**Run 1: M3 wires**

Scale: 4 px per um.
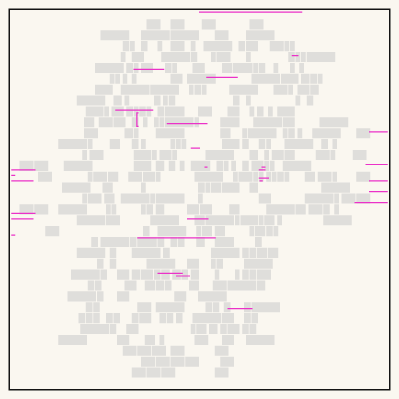
**Run 1: clock network drawn from the DEF**

Scale: 4 px per um.
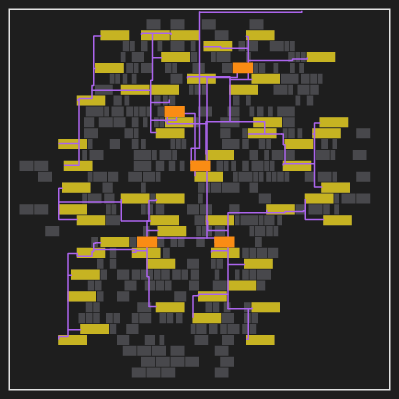
**Run 1: metal 1**

Scale: 3 px per um. Supply wires on this layer in gray.
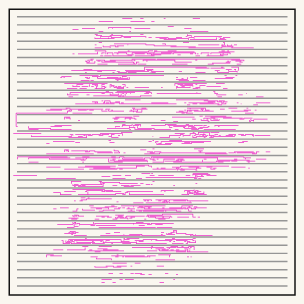
**Run 1: local utilization**

Scale: 4 px per um. The die is cut into 9 by 9 equal tiles; white is low, dark blue is high, 0 to 100% covered.
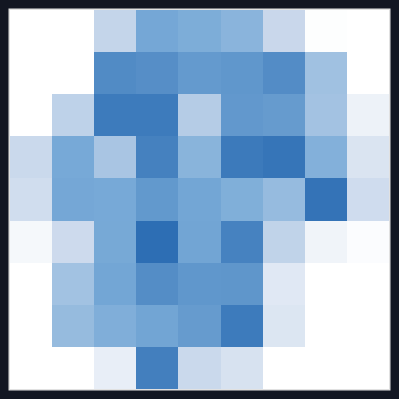
`src/rtl/disp_pkg.sv`:
```
// disp_pkg: shared display constants, state encoding and digit type for the BCD score encoder.
package disp_pkg;
  localparam logic [3:0] BCD_BLANK = 4'hF;
  localparam logic [3:0] BCD_NINE = 4'h9;
  typedef enum logic [1:0] {IDLE, SHIFT, FINISH} bcd_enc_state_t;
  typedef logic [3:0] bcd_digit_t;
endpackage

```
`src/rtl/dabble_adj.sv`:
```
// dabble_adj: add-3-if->=5 correction for one BCD digit ahead of a double-dabble shift.
import disp_pkg::*;
module dabble_adj (
  input  bcd_digit_t d,
  output bcd_digit_t q
);
  assign q = (d >= 4'd5) ? d + 4'd3 : d;
endmodule

```
`src/rtl/bcd_score_encoder.sv`:
```
// bcd_score_encoder: sequential binary-to-BCD converter, one bit per clock, saturating to all 9s.
// Define LEADING_ZERO_BLANK_EN to replace leading zero digits with the blank code.
import disp_pkg::*;
module bcd_score_encoder #(
  parameter int BIN_W = 14,
  parameter int DIGITS = 4
) (
  input  logic                  clk,
  input  logic                  reset,
  input  logic                  start,
  input  logic [BIN_W-1:0]      bin,
  output logic                  busy,
  output logic                  done,
  output logic                  ovf,
  output logic [4*DIGITS-1:0]   bcd
);
  localparam int AW = 4 * DIGITS;
  localparam int CW = $clog2(BIN_W + 1);
  localparam longint MAXV = longint'(10**DIGITS) - 1;
  bcd_enc_state_t state, next_state;
  logic [BIN_W-1:0] shreg;
  logic [AW-1:0] acc, adj, acc_next, result;
  logic [CW-1:0] cnt;
  logic sat;
  genvar g;
  generate
    for (g = 0; g < DIGITS; g++) begin : g_adj
      dabble_adj u_adj (.d(acc[4*g+:4]), .q(adj[4*g+:4]));
    end
  endgenerate
  // Top accumulator bit falls off; only reachable on overflow, which saturates anyway.
  assign acc_next = {adj[AW-2:0], shreg[BIN_W-1]};
  assign busy = state == SHIFT;
  assign done = state == FINISH;
  always_comb begin
    next_state = state == IDLE  ? (start ? SHIFT : IDLE) :
                 state == SHIFT ? (cnt == '0 ? FINISH : SHIFT) : IDLE;
  end
`ifdef LEADING_ZERO_BLANK_EN
  logic lead;
  always_comb begin
    result = sat ? {DIGITS{BCD_NINE}} : acc_next;
    lead = !sat;
    for (int i = DIGITS - 1; i > 0; i--) begin
      if (lead && result[4*i+:4] == 4'h0) result[4*i+:4] = BCD_BLANK;
      else lead = 1'b0;
    end
  end
`else
  always_comb begin
    result = sat ? {DIGITS{BCD_NINE}} : acc_next;
  end
`endif
  always_ff @(posedge clk) begin
    if (!reset) state <= IDLE;
    else state <= next_state;
  end
  // bcd/ovf load on the final shift edge so they are valid throughout the done cycle.
  always_ff @(posedge clk) begin
    if (!reset) begin
      shreg <= '0;
      acc <= '0;
      cnt <= '0;
      sat <= 1'b0;
      bcd <= '0;
      ovf <= 1'b0;
    end else if (state == IDLE && start) begin
      shreg <= bin;
      acc <= '0;
      cnt <= CW'(BIN_W - 1);
      sat <= longint'(bin) > MAXV;
    end else if (state == SHIFT) begin
      shreg <= shreg << 1;
      acc <= acc_next;
      cnt <= cnt - CW'(1);
      if (cnt == '0) begin
        bcd <= result;
        ovf <= sat;
      end
    end
  end
endmodule
```
`config.mk`:
```
export PLATFORM = sky130hd
export DESIGN_NAME = bcd_score_encoder
export DESIGN_NICKNAME = d
export VERILOG_FILES = /design/src/rtl/disp_pkg.sv /design/src/rtl/dabble_adj.sv /design/src/rtl/bcd_score_encoder.sv
export SDC_FILE = /design/constraint.sdc
export NUM_CORES = 1
export LEC_CHECK = 0
export CORE_MARGIN = 2
export CORE_UTILIZATION = 32
export DETAILED_ROUTE_END_ITERATION = 7
export SLEW_MARGIN = 20
export SYNTH_ARGS = -nofsm -noshare
export SYNTH_HDL_FRONTEND = slang
export SYNTH_HIERARCHICAL = 1
export SYNTH_SLANG_ARGS = --single-unit
```
`constraint.sdc`:
```
create_clock -name clk -period 2.5 [get_ports clk]
set_input_delay 0.25 -clock clk [delete_from_list [all_inputs] [get_ports clk]]
set_output_delay 0.25 -clock clk [all_outputs]
set_load 0.005 [all_outputs]
```
==> Slide: Implementation Results, run 1 <==
Physical Implementation Snapshot

Finish
  – Logic area: 1394 um^2
  – Combinational gates: 235
  – Buffers excl. clock: between 40 and 50
  – Multi-input combinational area share: ~44%
  – Final-layout clock buffer total: 6
  – Layout Nets: 376
  – Logic inverters: 13
  – Clock-cell share: 3.023%
  – Regs by FF count: acc: 16 flops, bcd: 16 flops, shreg: 14 flops
  – Seq_cells: 54
  – Number of fill cells in the layout: 855
  – Leading cell kind: logic gates
  – Post-route cell area: 3146 um^2
  – Most frequent logic cells in the routed design: nand2_1 (69), dfxtp_1 (54), clkdlybuf4s50_1 (35), a21oi_1 (32), o21ai_0 (30)
  – Most used logic cell in the final layout: nand2_1
  – Register share of the cell area: 34.37%
  – Buffering overhead: about 13%
  – Synth-to-Final Area Change: 19.43%
  – Post-route non-filler standard cell count: 456
  – Proportion of layout cells with a drive suffix above 1: roughly a tenth
  – Seq. cell area: 1081 um^2
  – Antenna diode count: 0

Critical path
  – Crit-path max FO: 20
  – Crit path max-delay family: buffers and inverters
  – RR Startpoint: state[0]
  – Startpoint Class: flop
  – CP arrival: 1.92 ns
  – Crit end category: output port
  – Worst-path cell chain: nand2b_1 > inv_2 > clkdlybuf4s50_1
  – WP depth: 3
  – Worst Path Required: 2.25 ns
  – Bufs and invs on worst path: 2
  – Worst setup path class: flop to output port
  – Slowest cell on crit path: dfxtp_1
  – Number of cells on the worst reg-to-reg path: 4
  – Reg2Reg Capture Point: bcd[13]
  – Crit path capture: busy
  – R2R Setup Slk: 0.79 ns
  – CP max stage delay: between 0.6 and 0.7 ns
  – CP startpoint: state[0]

Drt
  – Met2 wire length: ~2600 um
  – Vias/cell: 4.917
  – Met3 routed WL: about 160 um
  – Final ANT Viol Nets: 0
  – Wl on met1: 2940 um
  – Detailed Route Iter0 Violations: 140
  – DRC: 0
  – Max layer used: met4
  – TritonRoute pass-1 iters: 4
  – Routed wire per std cell: between 10 and 15 um

Global routing
  – GRT overflow: 0
  – Met2 GRT Util: between 20 and 25%
  – GR met3 Demand/Resource: 2.394%
  – GRT Max-Usage Layer: met2
  – Gr usage total: 13.58%
  – Number of global-route vias before repair: 2112
  – Initial antenna violation count: 0
  – Global-route wire length before repair: 9846 um
  – Largest net degree at the start of global routing: 24

CTS
  – Reg clk slew, reported paths: 0.09 ns
  – Root Driver: clkbuf_8
  – H-tree Lvls: 2
  – CTS Sinks: approximately 54
  – CTS tree: built
  – Post-CTS Resized: 0
  – Clock tree buffer depth: 2
  – CTS Buf Count: 5
  – Setup repair bufs after CTS: 0
  – Cts hold-fix bufs: 0

Final timing
  – F_max: 459.9 MHz
  – Unrepaired setup endpoints after global routing: false
  – Rel. slew slack: 59.47%
  – Pins Over Slew Limit: 0
  – Setup TNS: 0 ns
  – Final Hold Viols: 0
  – Worst-margin pin slew: just over 0.6 ns
  – Minimum clock period after layout: between 2 and 2.5 ns
  – Final Setup Violations: 0
  – Min Hold Slack: 0.4525 ns
  – Fin crit share: between 80% and 90%
  – Final setup margin: between 0.3 and 0.4 ns

Placed design
  – Post-DP HPWL: between 3000 and 4000 um
  – GP Congestion: 0.7978
  – PortBufs: 35
  – Pre-CTS setup slack: ~0.67 ns
  – DP Cell Count: about 450
  – Cell Area, Placed: between 3000 and 4000 um^2

Worst hold path
  – HP Class: flop to flop
  – Hold endpoint: bcd[0]
  – Hold Startpoint: bcd[0]
  – Hold path depth: 2

Flow run
  – OpenROAD warning count: 30
  – Max-Cap Viols: 0

Pwr
  – Sw Ratio: 27.66%
  – Max IR drop VDD: 243.4 uV
  – Pwr Density: 543.5 nW/um^2
  – Flop pwr share: a little under three fifths
  – P_int: 1.237 mW
  – Psw: 0.4729 mW
  – Power Sequential: 0.940 mW
  – Pwr top: registers
  – Total power: 1.710 mW
  – Comb power frac: around 15%
  – Combinational Power: 0.256 mW
  – Leak Pwr: about 1.1 nW

Die
  – # rows: 33
  – Num ports: 36
  – Die height: 94.72 um
  – Tap cell count: 105
  – Die area: 8972 um^2
  – Die Wd: between 90 and 100 um

Run status
  – Outcome: finished clean

Logic synthesis
  – Synth warn: 6
  – Synthesized cell area: 2634 um^2
  – Mapped Cells: 324
  – Syn nets: approximately 350
  – Avg Inst Size Synth: 8.129 um^2
Notes on 'M3 wires' above:
longest straight run	25.5 um
nets with wire on the layer	24
wire length on this layer	161 um
share of all routed wire	2.8%
final wirelength: 5779 um
via count: 2242

Notes on 'clock network drawn from the DEF' above:
[yellow] flip-flops | count: 54
[orange] clock-net drivers | count: 5
[purple] clock wires | length: 654 um
flops lie	spread over the die
Latency at later pin: 0.31 ns
Worst Skew: 0.007875 ns
Clk. pwr: 0.513 mW
clock share of power: 30.0%

Notes on 'metal 1' above:
longest straight run	30.8 um
wire length on this layer	2940 um
share of all routed wire	51%
met1 usage: 18.77%

Notes on 'local utilization' above:
densest ninth of the die	center
tiles over 75% full	1.2%
fullest tile	75%
emptiest ninth of the die	lower right
mean over tiles	34%
Core Util at FP: 32.54%
Layout Utilization: 38.87%
Core Region: 8093 um^2

**Run 1: clock wiring as the flow saved it**

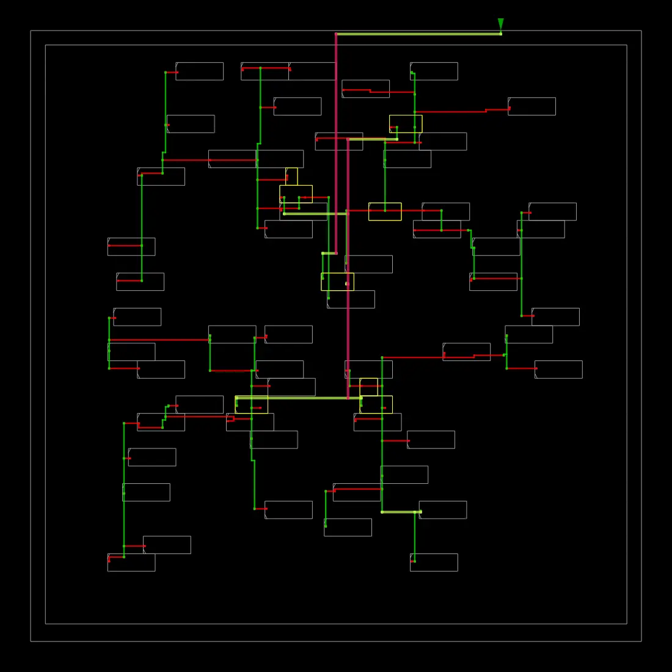

## Run 2: what changed since run 1
RECOVER_POWER = 50   (was default)
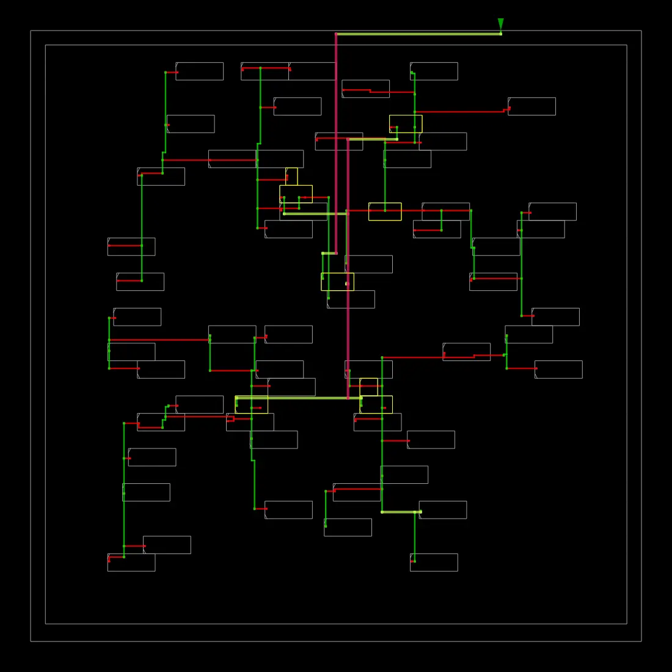
**Above:** run 2 (clock wiring as the flow saved it).
seq_cells: 54
CTS Buf Count: 5

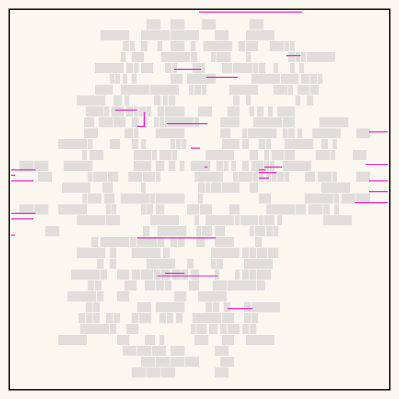
**Above:** run 2 (M3 wires).
Scale: 4 px per um.
main direction	horizontal
nets with wire on the layer	24
share of all routed wire	3.0%
longest straight run	25.5 um
via count: 2256
GR met3 Demand/Resource: 2.394%
final wirelength: 5743 um

==> Slide: Implementation Results, run 2 <==
Physical Implementation Snapshot

Final timing
  – Worst Skew: 0.007736 ns
  – Unrepaired setup endpoints after global routing: false
  – Worst-margin pin slew: 0.8153 ns
  – Setup TNS: 0 ns
  – Final Hold Viols: 0
  – Rel. slew slack: 45.65%
  – F_max: about 460 MHz
  – Pins Over Slew Limit: 0

Critical path
  – Worst Path Required: 2.25 ns
  – Number of cells on the worst reg-to-reg path: 4
  – Crit path max-delay family: buffers and inverters
  – CP startpoint: state[0]
  – Crit end category: output port
  – Worst setup path class: flop to output port
  – Startpoint Class: flop
  – RR Startpoint: state[0]
  – R2R Setup Slk: 0.64 ns
  – Crit path capture: busy

Pwr
  – Combinational Power: 0.251 mW
  – Pwr top: registers
  – Sw Ratio: between 20% and 30%
  – Power Sequential: about 0.94 mW
  – Comb power frac: about 15%
  – P_int: about 1.2 mW
  – Clock share of power: 30.1%
  – Clk. pwr: 0.513 mW

Drt
  – Max layer used: met4
  – Vias/cell: 4.947
  – TritonRoute pass-1 iters: 4
  – Met3 routed WL: 171 um
  – Met2 wire length: 2619 um
  – Routed wire per std cell: 12.59 um

Logic synthesis
  – Mapped Cells: between 300 and 400
  – Avg Inst Size Synth: between 8 and 9 um^2

Finish
  – Synth-to-Final Area Change: 19.14%
  – Layout Nets: 376
  – Buffering overhead: 12.48%
  – Regs by FF count: acc: 16 flops, bcd: 16 flops, shreg: 14 flops
  – Antenna diode count: 0
  – Most frequent logic cells in the routed design: nand2_1 (69), dfxtp_1 (54), a21oi_1 (32), o21ai_0 (31), dlygate4sd3_1 (19)
  – Combinational gates: 235
  – Multi-input combinational area share: 44.30%
  – Number of fill cells in the layout: between 800 and 900
  – Buffers excl. clock: slightly above 40
  – Post-route non-filler standard cell count: 456
  – Logic area: between 1000 and 1500 um^2
  – Post-route cell area: 3138 um^2
  – Final-layout clock buffer total: 6
  – Most used logic cell in the final layout: nand2_1
  – Leading cell kind: logic gates

CTS
  – CTS tree: built
  – CTS Sinks: 54
  – Clock tree buffer depth: 2
  – Cts hold-fix bufs: 0
  – Post-CTS Resized: 0
  – Reg clk slew, reported paths: approximately 0.09 ns
  – Latency at later pin: 0.31 ns

Global routing
  – Initial antenna violation count: 0
  – Global-route wire length before repair: 9846 um
  – Met1 usage: 18.77%
  – Gr usage total: 13.58%
  – GRT overflow: 0

Die
  – Die area: 8972 um^2
  – Core Util at FP: between 30% and 40%
  – Die Wd: 94.72 um
  – Tap cell count: 105

Placed design
  – Pre-CTS setup slack: ~0.67 ns
  – PortBufs: 35
  – Post-DP HPWL: around 4000 um
  – GP Congestion: ~0.80

Worst hold path
  – Hold Startpoint: bcd[11]
  – HP Class: flop to flop
  – Hold endpoint: bcd[11]

Run status
  – Outcome: finished clean

Flow run
  – Max-Cap Viols: 0
Power figures rest on the tool's default switching activity, not on a simulated workload.
